Fig. 1: clock distribution
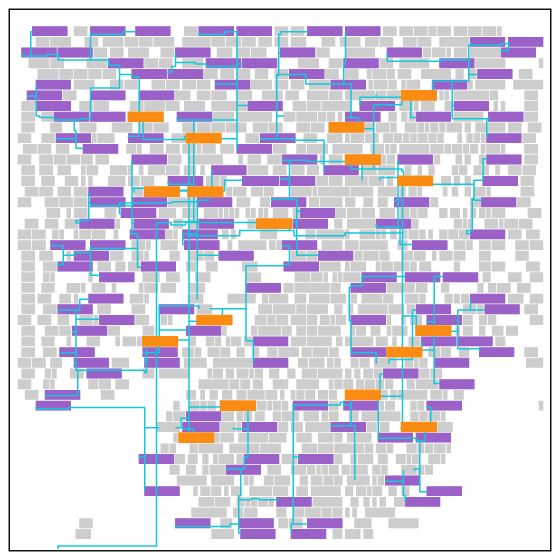
Fig. 2: placed cells, one color a class
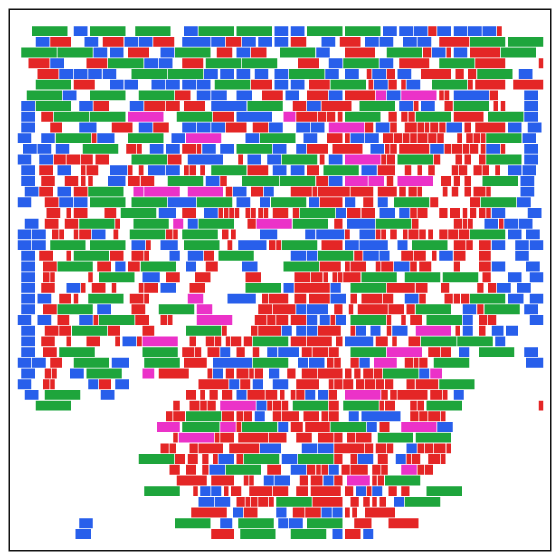
Fig. 3: clock nets
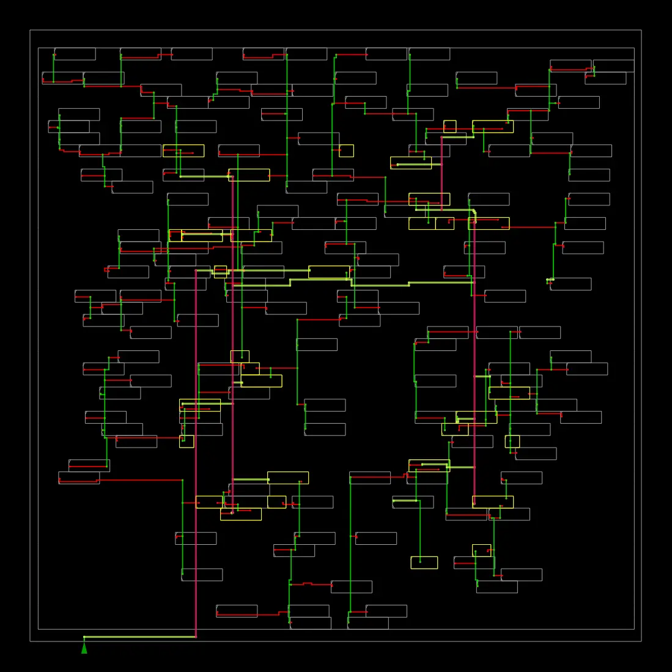
Fig. 4: sequential cells colored by netlist name
Scale bar: 50 um.
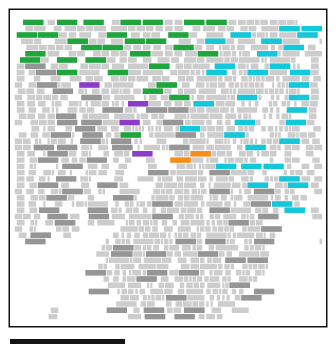
Design mips_cpu_mem_unit_flat, sky130hd; sources not shown.
==> job_summary.md <==
### Flow metrics

| Metric | Value |
|---|---|
| Maximum number of pins on one net before global-route repair | roughly 52 |
| Period utilization | 99.5% |
| Total number of vias | ~7300 |
| Final worst path period need | 1890 ps |
| Number of CTS-inserted buffers | 17 |
| First-pass GRT wire length | between 30 and 40 mm |
| Count of buffer and inverter cells on the critical path | 1 |
| Maximum buffer depth of the clock tree | 2 |
| Cell Pwr Density | roughly 1500 nW/um^2 |
| Number of failing hold endpoints at the final stage | 0 |
| Critical path class | reg -> reg |
| Most numerous cell in the Yosys netlist | dfrtp_1 |
| CTS hold repair buffers | 1 |
| Post-CTS Setup Bufs | 11 |
| Final Max Slew Viols | 0 |
| Power Total | between 15 and 20 mW |
| HPWL Detailed | 16.3 mm |
| Tool warnings | 32 |
| Headroom to the max-slew limit | 64.6% |
| Most common flop cell mapped by yosys | dfrtp_1 |
| Area growth syn-to-layout | 66.4% |
| Count of library flops with an enable pin | 0 |
| Maximum fanout along the worst path | 4 |
| Drt total wl | ~26 mm |
| Antenna violations before repair | 0 |
| Result of the run | finished, final reports clean |
| CP Depth | 7 |
| Share of the core filled by cells before placement | 41.3% |
| H-tree depth | 4 |
| Proportion of cell area occupied by multi-input gates | about 36% |
| Rows | between 40 and 50 |
| Number of max-capacitance violations reported | 0 |
| Flops after synth | ~140 |
| Measured slew at the worst slew-check pin | 531 ps |
| Area fraction of clock buffers and clock inverters | 4.96% |
| Max frequency | approximately 530 MHz |
| Die boundary height | about 140 um |
| Vias in the first global route | approximately 6800 |
| Antenna-violating nets left | 0 |
Notes on Fig. 1 above:
[clock wires] cyan | length: 1920 um
[flip-flops] purple | count: 141
[clock-net drivers] orange | count: 17
routed clock nets: 18
Clock group: 3.34 mW
Late-Pin Clk Latency: 440 ps
setup skew after layout: 9.42 ps

Notes on Fig. 2 above:
| class | color | cells |
|---|---|---|
| registers | green | 141 |
| remaining buffers and delay cells | blue | 318 |
| remaining logic cells | red | 541 |
| clock drivers and dummy loads | magenta | 32 |
post-route cell area: 12000 sq um
core box area: 17500 sq um

Notes on Fig. 3 above:
number of clock buffers in the layout: 17
clock sink count: 141

Notes on Fig. 4 above:
| name in the netlist | color | sequential cells |
|---|---|---|
| u_core.resp_rdata | cyan | 32 |
| u_core.bus.address | green | 30 |
| u_core.bus.byteenable | purple | 4 |
| u_core.state | orange | 2 |
not colored: 73
area taken by flip-flops and latches: 3530 sq um
power drawn by the sequential cells: 4.85 mW
end-of-flow core utilization: 68.7%
share of the final layout cell area in sequential cells: 29.4%

==> worst register-to-register path: stages (launching register included) <==
cell and delay [ps]:
dfrtp_1 410, ha_4 170, nand4_4 130, nor4_4 290, buf_6 170, nand4_1 140, or4_1 420, nand3_1 90
==> stage by stage <==
stage / instances / hold WS [ps] / setup slack [ps] / utilization [%]
6_report: 1257 / 280 / 8.67 / 68.7
5_1_grt: 1257 / 331 / -86.1 / 68.7
3_5_place_dp: 1194 / 187 / -65.0 / 57.8
3_3_place_gp: 1194 / 189 / -76.0 / 57.8
4_1_cts: 1242 / 305 / 46.3 / 63.4
2_1_floorplan: 732 / -106 / 135 / -
==> placed cells by master (no fill, tap or decap), types with 15 or more instances in the layout <==
cell             netlist  final
mux2i_1               26     26
buf_4                  2     67
buf_6                  1     29
o21ai_0               48     20
nor2_1                39     35
mux2_4                 0     25
clkbuf_16              0     21
nand2_1               82     76
o31ai_1               32     15
nor2b_1               24     22
clkdlybuf4s50_1        0    190
o31ai_4                0     17
dfrtp_1              141    139
nand3_1               25     19
a31oi_1               20     15
a21oi_1               36     33
==> per-layer routing <==
metal	vias to the layer above	global-route usage [%]	routed length [um]
li1	3299	-	-
met1	3553	32.5	10500
met2	330	38.4	12300
met3	72	7.21	1800
met4	0	10.8	911
met5	-	0	0
==> kinds of logic (layout without fill, tap and decap cells) <==
family	Yosys count	count (layout)	share of synthesized area [%]
compound gates	204	204	18.9
fa+ha+maj	5	5	0.867
buf+inv	68	367	3.99
flops	141	141	48.9
mux	63	63	9.54
other cells	1	2	0.0520
simple gates	249	250	17.8
==> power breakdown <==
part / switching, mW / internal [mW]
registers: 0.752 / 4.10
logic: 4.50 / 4.84
clock network: 1.57 / 1.77
total: 6.83 / 10.7
No activity file was given, so power comes from the tool's default toggle rates.
